**src/rtl/adder_421_result_unloader.sv**
```systemverilog
// adder_421_result_unloader: captures wide adder sums and drains them LSB-beat first over valid/ready.
// One active shift register plus one pending word; words arriving with no space are dropped and counted.
module adder_421_result_unloader #(
   parameter int IN_WIDTH   = 1024,
   parameter int BEAT_WIDTH = 128,
   parameter int CNT_WIDTH  = 16,
   localparam int NUM_BEATS = IN_WIDTH / BEAT_WIDTH,
   localparam int IDX_W     = $clog2(NUM_BEATS)
) (
   input  logic                  clk,
   input  logic                  resetn,
   input  logic                  in_valid,
   input  logic [IN_WIDTH-1:0]   in_data,
   output logic                  in_ready,
   output logic                  out_valid,
   input  logic                  out_ready,
   output logic [BEAT_WIDTH-1:0] out_data,
   output logic                  out_last,
   output logic [IDX_W-1:0]      out_index,
   output logic [CNT_WIDTH-1:0]  drop_cnt,
   output logic                  overflow
);
   logic [IN_WIDTH-1:0] act, act_n, pend, pend_n;
   logic                act_v, act_v_n, pend_v, pend_v_n, beat, fin, drop;
   logic [IDX_W-1:0]    idx_n;
   assign in_ready  = ~pend_v;
   assign out_valid = act_v;
   assign out_data  = act[BEAT_WIDTH-1:0];
   assign out_last  = out_index == IDX_W'(NUM_BEATS - 1);
   assign beat      = act_v & out_ready;
   assign fin       = beat & out_last;
   assign drop      = in_valid & pend_v;
   // later assignments take priority: shift, then word completion, then new arrival
   always_comb begin
      act_n    = act;
      act_v_n  = act_v;
      pend_n   = pend;
      pend_v_n = pend_v;
      idx_n    = out_index;
      if (beat & ~out_last) begin
         act_n = act >> BEAT_WIDTH;
         idx_n = out_index + 1'b1;
      end
      if (fin) begin
         act_n    = pend;
         act_v_n  = pend_v;
         pend_v_n = 1'b0;
         idx_n    = '0;
      end
      if (in_valid & ~pend_v) begin
         if (~act_v | fin) begin
            act_n   = in_data;
            act_v_n = 1'b1;
            idx_n   = '0;
         end else begin
            pend_n   = in_data;
            pend_v_n = 1'b1;
         end
      end
   end
   always_ff @(posedge clk or negedge resetn) begin
      if (!resetn) begin
         act       <= '0;
         pend      <= '0;
         act_v     <= 1'b0;
         pend_v    <= 1'b0;
         out_index <= '0;
         drop_cnt  <= '0;
         overflow  <= 1'b0;
      end else begin
         act       <= act_n;
         pend      <= pend_n;
         act_v     <= act_v_n;
         pend_v    <= pend_v_n;
         out_index <= idx_n;
         if (drop && !(&drop_cnt)) drop_cnt <= drop_cnt + 1'b1;
         overflow  <= overflow | drop;
      end
   end
endmodule

```
**config.mk**
```make
export PLATFORM = sky130hd
export DESIGN_NAME = adder_421_result_unloader
export DESIGN_NICKNAME = d
export VERILOG_FILES = /design/src/rtl/adder_421_result_unloader.sv
export SDC_FILE = /design/constraint.sdc
export NUM_CORES = 2
export LEC_CHECK = 0
export ABC_AREA = 1
export CAP_MARGIN = 20
export CORE_UTILIZATION = 30
export DETAILED_ROUTE_END_ITERATION = 10
export SLEW_MARGIN = 10
export SYNTH_ARGS = -nofsm -noshare
export SYNTH_HDL_FRONTEND = slang
export SYNTH_SLANG_ARGS = --single-unit
```
**constraint.sdc**
```tcl
create_clock -name clk -period 2.55 [get_ports clk]
set_clock_uncertainty 0.05 [all_clocks]
set_input_delay 0.765 -clock clk [delete_from_list [all_inputs] [get_ports clk]]
set_output_delay 0.765 -clock clk [all_outputs]
set_load 0.05 [all_outputs]
```
power_grid.png
Bar = 200 µm. Pins as bars on the die edge. Tap cells in gray.
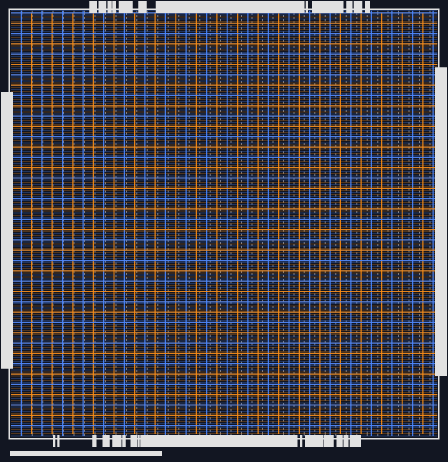
| net | color |
|---|---|
| VDD | orange |
| VSS | blue |
met5 straps: 41
rows: 206
core box area: 0.315 mm²
die height: 564 µm
Chip Width: 564 µm
Max IR drop VDD: 0.000522 V

placement_by_type.png
Bar = 200 µm.
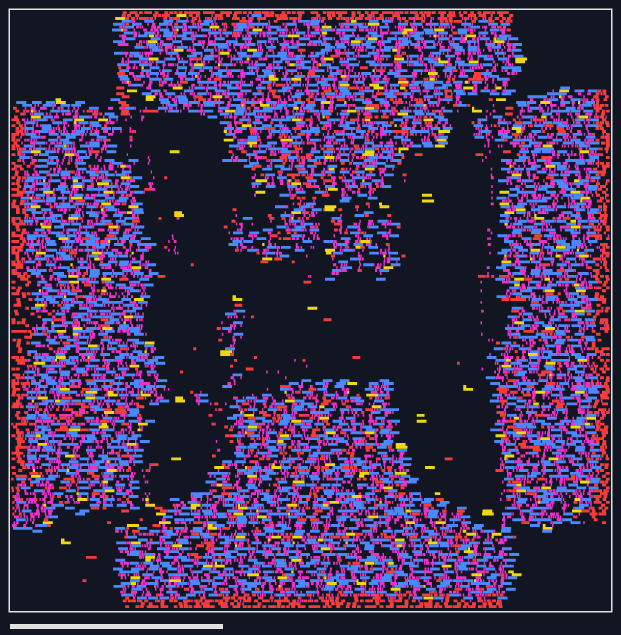
| class | color | cells | share of their area |
|---|---|---|---|
| clock drivers and dummy loads | yellow | 416 | 6.6% |
| sequential cells | blue | 2070 | 44% |
| remaining buffers and delay cells | red | 1741 | 16% |
| combinational and other logic | magenta | 9140 | 33% |

==> qor.yml <==
run_status:
  status: "complete, but fails checks"
  violations: "negative setup slack"
setup_path:
  worstSetupStartpointType: "register"
timing:
  setup-violations-final: 1
  final.setup.worst_slack_ns: -0.0925
drt:
  wl_met3_mm: 22.9
  via_per_inst: 4.79
  wl_per_cell_um: 19.7
  antenna_left: 0
  wl_met2_mm: 145
  route.vias.total: 84500
  top_layer_used: "met5"
clocking:
  cts-htree-levels: 4
power:
  maxPowerGroup: "clock"
yosys:
  fp_nets: 13200
  ys_cells: 12100
  synth_top_area_share_pct: 54.6
floorplan:
  ios: 1179
cells_and_area:
  fillers: 31700
global_routing:
  gr-usage-met1_pct: 31.3
==> placed cells by master, fill, tap and decap left out, types with 5 or more instances in the layout <==
cell type,n
a21oi_1,868
a31oi_1,128
buf_12,218
buf_2,42
buf_4,362
bufinv_16,13
clkbuf_1,48
clkbuf_16,234
clkbuf_8,57
clkdlybuf4s15_2,78
clkdlybuf4s18_2,10
clkdlybuf4s50_1,1026
clkinv_2,46
dfrtp_1,2069
diode_2,110
inv_1,943
inv_6,5
nand2_1,4188
nand3_1,1032
nor2_1,1015
o21ai_0,431
o21ai_1,507
xnor2_1,5
==> Yosys cell counts, drive strengths merged (3+ instances only) <==
master,count
buf,695
nand4,3
inv,947
xor2,3
clkbuf,228
nor2,1018
dfrtp,2070
nand3,1032
a21oi,868
ha,3
xnor2,5
nand2,4191
o21ai,938
a31oi,128
Power is estimated from default activity; no workload was simulated.
